<file path="config.mk">
export PLATFORM = sky130hd
export DESIGN_NAME = fft8_twiddle_stage_flat
export DESIGN_NICKNAME = d
export VERILOG_FILES = /design/src/rtl/fft8_twiddle_stage_if.sv /design/src/rtl/fft8_twiddle_stage.sv /design/src/flat_wrapper.sv
export SDC_FILE = /design/constraint.sdc
export NUM_CORES = 1
export LEC_CHECK = 0
export CAP_MARGIN = 15
export CORE_ASPECT_RATIO = 1.2
export CORE_MARGIN = 2
export CORE_UTILIZATION = 35
export DETAILED_ROUTE_END_ITERATION = 16
export PLACE_DENSITY_LB_ADDON = 0.12
export REMOVE_ABC_BUFFERS = 1
export SYNTH_ARGS = -nofsm -noshare
export SYNTH_HDL_FRONTEND = slang
export SYNTH_SLANG_ARGS = --single-unit
</file>
<file path="constraint.sdc">
create_clock -name clk -period 3.9 [get_ports clk]
set_input_delay 0.78 -clock clk [delete_from_list [all_inputs] [get_ports clk]]
set_output_delay 0.78 -clock clk [all_outputs]
set_load 0.01 [all_outputs]
</file>
<file path="src/rtl/fft8_twiddle_stage_if.sv">
// Sample stream bundle for the 8-point FFT inter-stage twiddle multiplier.
// The slave side is the multiplier, the master side feeds and observes it.
interface fft8_twiddle_stage_if #(
  parameter int N = 4
);
  localparam int W = 2 ** N;

  logic                in_valid;
  logic                in_sof;
  logic signed [W-1:0] in_re;
  logic signed [W-1:0] in_im;
  logic                out_valid;
  logic                out_sof;
  logic                out_eof;
  logic [2:0]          out_idx;
  logic signed [W-1:0] out_re;
  logic signed [W-1:0] out_im;

  modport master (
    output in_valid, in_sof, in_re, in_im,
    input  out_valid, out_sof, out_eof, out_idx, out_re, out_im
  );

  modport slave (
    input  in_valid, in_sof, in_re, in_im,
    output out_valid, out_sof, out_eof, out_idx, out_re, out_im
  );
endinterface

</file>
<file path="src/rtl/fft8_twiddle_stage.sv">
// Inter-stage twiddle multiplier for the 8-point radix-2 DIF FFT.
// Samples 4..7 of each frame are rotated by W8^0..W8^3; W8^1 and W8^3 use a
// shift-add approximation of 1/sqrt(2). Fixed 3-cycle latency, no stalls.
module fft8_twiddle_stage #(
  parameter int N = 4
) (
  input logic                  clk,
  input logic                  rst,
  fft8_twiddle_stage_if.slave  bus
);
  localparam int W = 2 ** N;

  typedef enum logic [1:0] {TW0 = 2'd0, TW1 = 2'd1, TW2 = 2'd2, TW3 = 2'd3} tw_e;

  logic [2:0]          cnt;
  logic [2:0]          cur_idx;
  tw_e                 cur_k;

  logic                s1_valid;
  logic [2:0]          s1_idx;
  tw_e                 s1_k;
  logic signed [W-1:0] s1_re, s1_im, s1_p, s1_m;

  logic                s2_valid;
  logic [2:0]          s2_idx;
  tw_e                 s2_k;
  logic signed [W-1:0] s2_re, s2_im;
  logic signed [W-1:0] s2_pa, s2_pb, s2_pc, s2_ma, s2_mb, s2_mc;

  logic                s3_valid;
  logic [2:0]          s3_idx;
  tw_e                 s3_k;
  logic signed [W-1:0] s3_re, s3_im, s3_dp, s3_dm;

  logic signed [W-1:0] mux_re, mux_im;

  // Index of the incoming sample and the twiddle it selects.
  always_comb begin
    cur_idx = bus.in_sof ? 3'd0 : cnt;
    cur_k   = TW0;
    if (cur_idx[2]) cur_k = tw_e'(cur_idx[1:0]);
  end

  // Frame position counter; advances only on valid samples.
  always_ff @(posedge clk or negedge rst) begin
    if (!rst)             cnt <= '0;
    else if (bus.in_valid) cnt <= cur_idx + 3'd1;
  end

  // S1: capture operands and the pre-scaling sum/difference (wrapping).
  always_ff @(posedge clk or negedge rst) begin
    if (!rst) begin
      s1_valid <= 1'b0;
      s1_idx   <= '0;
      s1_k     <= TW0;
      s1_re    <= '0;
      s1_im    <= '0;
      s1_p     <= '0;
      s1_m     <= '0;
    end else begin
      s1_valid <= bus.in_valid;
      s1_idx   <= cur_idx;
      s1_k     <= cur_k;
      s1_re    <= bus.in_re;
      s1_im    <= bus.in_im;
      s1_p     <= bus.in_re + bus.in_im;
      s1_m     <= bus.in_im - bus.in_re;
    end
  end

  // S2: first half of the 1/sqrt(2) shift-add tree for both p and m.
  always_ff @(posedge clk or negedge rst) begin
    if (!rst) begin
      s2_valid <= 1'b0;
      s2_idx   <= '0;
      s2_k     <= TW0;
      s2_re    <= '0;
      s2_im    <= '0;
      s2_pa    <= '0;
      s2_pb    <= '0;
      s2_pc    <= '0;
      s2_ma    <= '0;
      s2_mb    <= '0;
      s2_mc    <= '0;
    end else begin
      s2_valid <= s1_valid;
      s2_idx   <= s1_idx;
      s2_k     <= s1_k;
      s2_re    <= s1_re;
      s2_im    <= s1_im;
      s2_pa    <= (s1_p >>> 1) + (s1_p >>> 3);
      s2_pb    <= (s1_p >>> 4) + (s1_p >>> 6);
      s2_pc    <= s1_p >>> 8;
      s2_ma    <= (s1_m >>> 1) + (s1_m >>> 3);
      s2_mb    <= (s1_m >>> 4) + (s1_m >>> 6);
      s2_mc    <= s1_m >>> 8;
    end
  end

  // S3: final scaled sums, unscaled operands delayed alongside.
  always_ff @(posedge clk or negedge rst) begin
    if (!rst) begin
      s3_valid <= 1'b0;
      s3_idx   <= '0;
      s3_k     <= TW0;
      s3_re    <= '0;
      s3_im    <= '0;
      s3_dp    <= '0;
      s3_dm    <= '0;
    end else begin
      s3_valid <= s2_valid;
      s3_idx   <= s2_idx;
      s3_k     <= s2_k;
      s3_re    <= s2_re;
      s3_im    <= s2_im;
      s3_dp    <= s2_pa + s2_pb + s2_pc;
      s3_dm    <= s2_ma + s2_mb + s2_mc;
    end
  end

  // Twiddle rotation select feeding the output registers.
  always_comb begin
    mux_re = s3_re;
    mux_im = s3_im;
    case (s3_k)
      TW1: begin mux_re = s3_dp;  mux_im = s3_dm;  end
      TW2: begin mux_re = s3_im;  mux_im = -s3_re; end
      TW3: begin mux_re = s3_dm;  mux_im = -s3_dp; end
      default: ;
    endcase
  end

  // Output registers; data/index hold across bubbles so idle outputs stay 0 after reset.
  always_ff @(posedge clk or negedge rst) begin
    if (!rst) begin
      bus.out_valid <= 1'b0;
      bus.out_sof   <= 1'b0;
      bus.out_eof   <= 1'b0;
      bus.out_idx   <= '0;
      bus.out_re    <= '0;
      bus.out_im    <= '0;
    end else begin
      bus.out_valid <= s3_valid;
      bus.out_sof   <= s3_valid && (s3_idx == 3'd0);
      bus.out_eof   <= s3_valid && (s3_idx == 3'd7);
      if (s3_valid) begin
        bus.out_idx <= s3_idx;
        bus.out_re  <= mux_re;
        bus.out_im  <= mux_im;
      end
    end
  end
endmodule

</file>
<file path="src/flat_wrapper.sv">
// flat-port wrapper written by rule: the top's interface ports become plain ports
module fft8_twiddle_stage_flat 
#(
  parameter int N = 4
)
  (clk, rst, bus_in_valid, bus_in_sof, bus_in_re, bus_in_im, bus_out_valid, bus_out_sof, bus_out_eof, bus_out_idx, bus_out_re, bus_out_im);
  fft8_twiddle_stage_if #(.N(N)) bus_i ();
  input logic clk;
  input logic rst;
  input wire logic [$bits(bus_i.in_valid)-1:0] bus_in_valid;
  input wire logic [$bits(bus_i.in_sof)-1:0] bus_in_sof;
  input wire logic [$bits(bus_i.in_re)-1:0] bus_in_re;
  input wire logic [$bits(bus_i.in_im)-1:0] bus_in_im;
  output wire logic [$bits(bus_i.out_valid)-1:0] bus_out_valid;
  output wire logic [$bits(bus_i.out_sof)-1:0] bus_out_sof;
  output wire logic [$bits(bus_i.out_eof)-1:0] bus_out_eof;
  output wire logic [$bits(bus_i.out_idx)-1:0] bus_out_idx;
  output wire logic [$bits(bus_i.out_re)-1:0] bus_out_re;
  output wire logic [$bits(bus_i.out_im)-1:0] bus_out_im;
  assign bus_i.in_valid = bus_in_valid;
  assign bus_i.in_sof = bus_in_sof;
  assign bus_i.in_re = bus_in_re;
  assign bus_i.in_im = bus_in_im;
  assign bus_out_valid = bus_i.out_valid;
  assign bus_out_sof = bus_i.out_sof;
  assign bus_out_eof = bus_i.out_eof;
  assign bus_out_idx = bus_i.out_idx;
  assign bus_out_re = bus_i.out_re;
  assign bus_out_im = bus_i.out_im;
  fft8_twiddle_stage #(.N(N)) u_core (.clk(clk), .rst(rst), .bus(bus_i));
endmodule
</file>
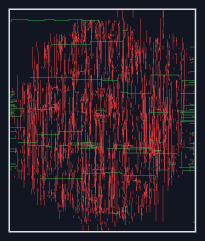
Figure 1: signal wires by layer.
Scale: 1 px per um. Two of the layers only.
[M3] green | wire length: 1310 um
[M2] red | wire length: 15400 um

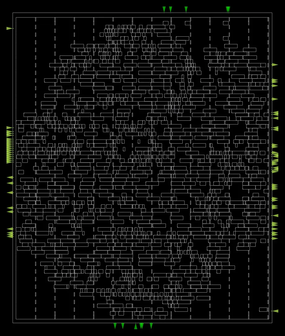
Figure 2: placement view.
Seq area share: 44.6%
n_taps: 526

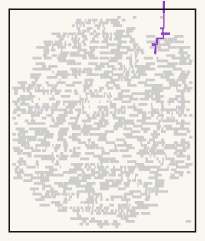
Figure 3: I/O nets highlighted.
Scale: 1 px per um.
[bus_in_valid] purple | direction: input | end cells: 6 | buffers: 1 | wire: 55.9 um

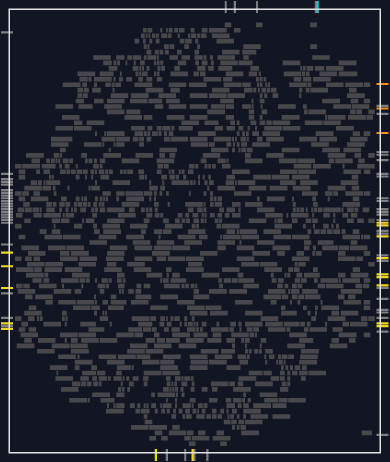
Figure 4: I/O pins on the die edge.
Scale: 2 px per um. Pins as bars across the die edge, other pins in gray.
[bus_out_idx] orange | pins: 3 | direction: output | edge: right
[bus_in_valid] cyan | pins: 1 | direction: input | edge: top
[bus_out_im] yellow | pins: 16 | direction: output | edge: 9 right, 5 left, 2 bottom
all pins by edge: 36 right, 27 left, 6 bottom, 5 top

==> cell usage after synthesis, drive strengths merged (3+ instances only) <==
cell type and instances:
a211oi 13, a21o 27, a21oi 70, a31o 4, a31oi 4, and2 8, buf 7, clkbuf 26
dfrtp 287, fa 32, ha 87, inv 58, mux2 26, mux2i 6, mux4 21, nand2 40
nand2b 9, nand3 13, nand4 9, nor2 59, nor2b 19, nor3 22, nor4 7, o211ai 5
o21a 12, o21ai 49, o21bai 12, o22ai 8, o31ai 11, or3 9, or4 7, or4b 3
xnor2 69, xor2 38
==> sequential cells by signal (all words and copies together) (netlist names), 7 cells and up <==
| signal | count |
|---|---|
| u_core.bus.out_im | 16 |
| u_core.bus.out_re | 16 |
| u_core.s1_im | 16 |
| u_core.s1_m | 15 |
| u_core.s1_p | 15 |
| u_core.s1_re | 16 |
| u_core.s2_im | 16 |
| u_core.s2_ma | 15 |
| u_core.s2_mb | 13 |
| u_core.s2_mc | 7 |
| u_core.s2_pa | 15 |
| u_core.s2_pb | 13 |
| u_core.s2_pc | 7 |
| u_core.s2_re | 16 |
| u_core.s3_dm | 16 |
| u_core.s3_dp | 16 |
| u_core.s3_im | 16 |
| u_core.s3_re | 16 |
==> per-layer routing <==
layer	up-vias	GRT usage, %	part of all wire, %
met5	-	0	0
met4	0	3.53	1.5
met3	33	2.14	4.1
met2	187	26.8	49
met1	4247	22.0	46
li1	4090	-	-
==> through the flow <==
step	util [%]	worst slack, ns	cells
floorplan	-	1.21	1080
global placement	38.9	0.464	1688
detailed placement	38.9	0.396	1688
CTS	41.6	0.893	1745
global route	41.6	0.660	1745
finish	41.6	0.881	1745
==> power by group <==
group,switching (mW),internal (mW),total [mW]
Combinational,3.21,2.68,5.89
Sequential,0.553,3.78,4.34
Clock,1.20,1.76,2.96
==> impl_metrics.env <==
# source this file to load flow results
export IMPL_outcome="complete, no violations"
export IMPL_worst_slew_pin_slew_ns=0.780
export IMPL_startpoint="u_core.s2_mc[1]"
export IMPL_crit_slowest_cell="fa_1"
export IMPL_dieWidth_um=185
export IMPL_cts_sinks=287
export IMPL_rows=79
export IMPL_vias=8557
export IMPL_topCombFamilyByArea="adder cells"
export IMPL_drv_cap=0
export IMPL_antenna_found_initial=0
export IMPL_cts_htree_levels=1
export IMPL_portBuffers=73
export IMPL_ys_seq_share_pct=52.3
export IMPL_ys_sh_simple_pct=8.23
export IMPL_yosys_warnings=0
export IMPL_setup_violations_final=0
export IMPL_wl_per_cell_um=18.1
export IMPL_slew_violations=0
export IMPL_cts_buffers=31
export IMPL_grt_pass1_wl_um=50600
export IMPL_timing_hold_ws_ns=0.269
export IMPL_aoi_share_pct=11.1
export IMPL_drtIter0Drc=443
export IMPL_gp_congestion=0.824
export IMPL_power_leakage_nw=6.92
export IMPL_ys_flops=287
Power figures rest on the tool's default switching activity, not on a simulated workload.
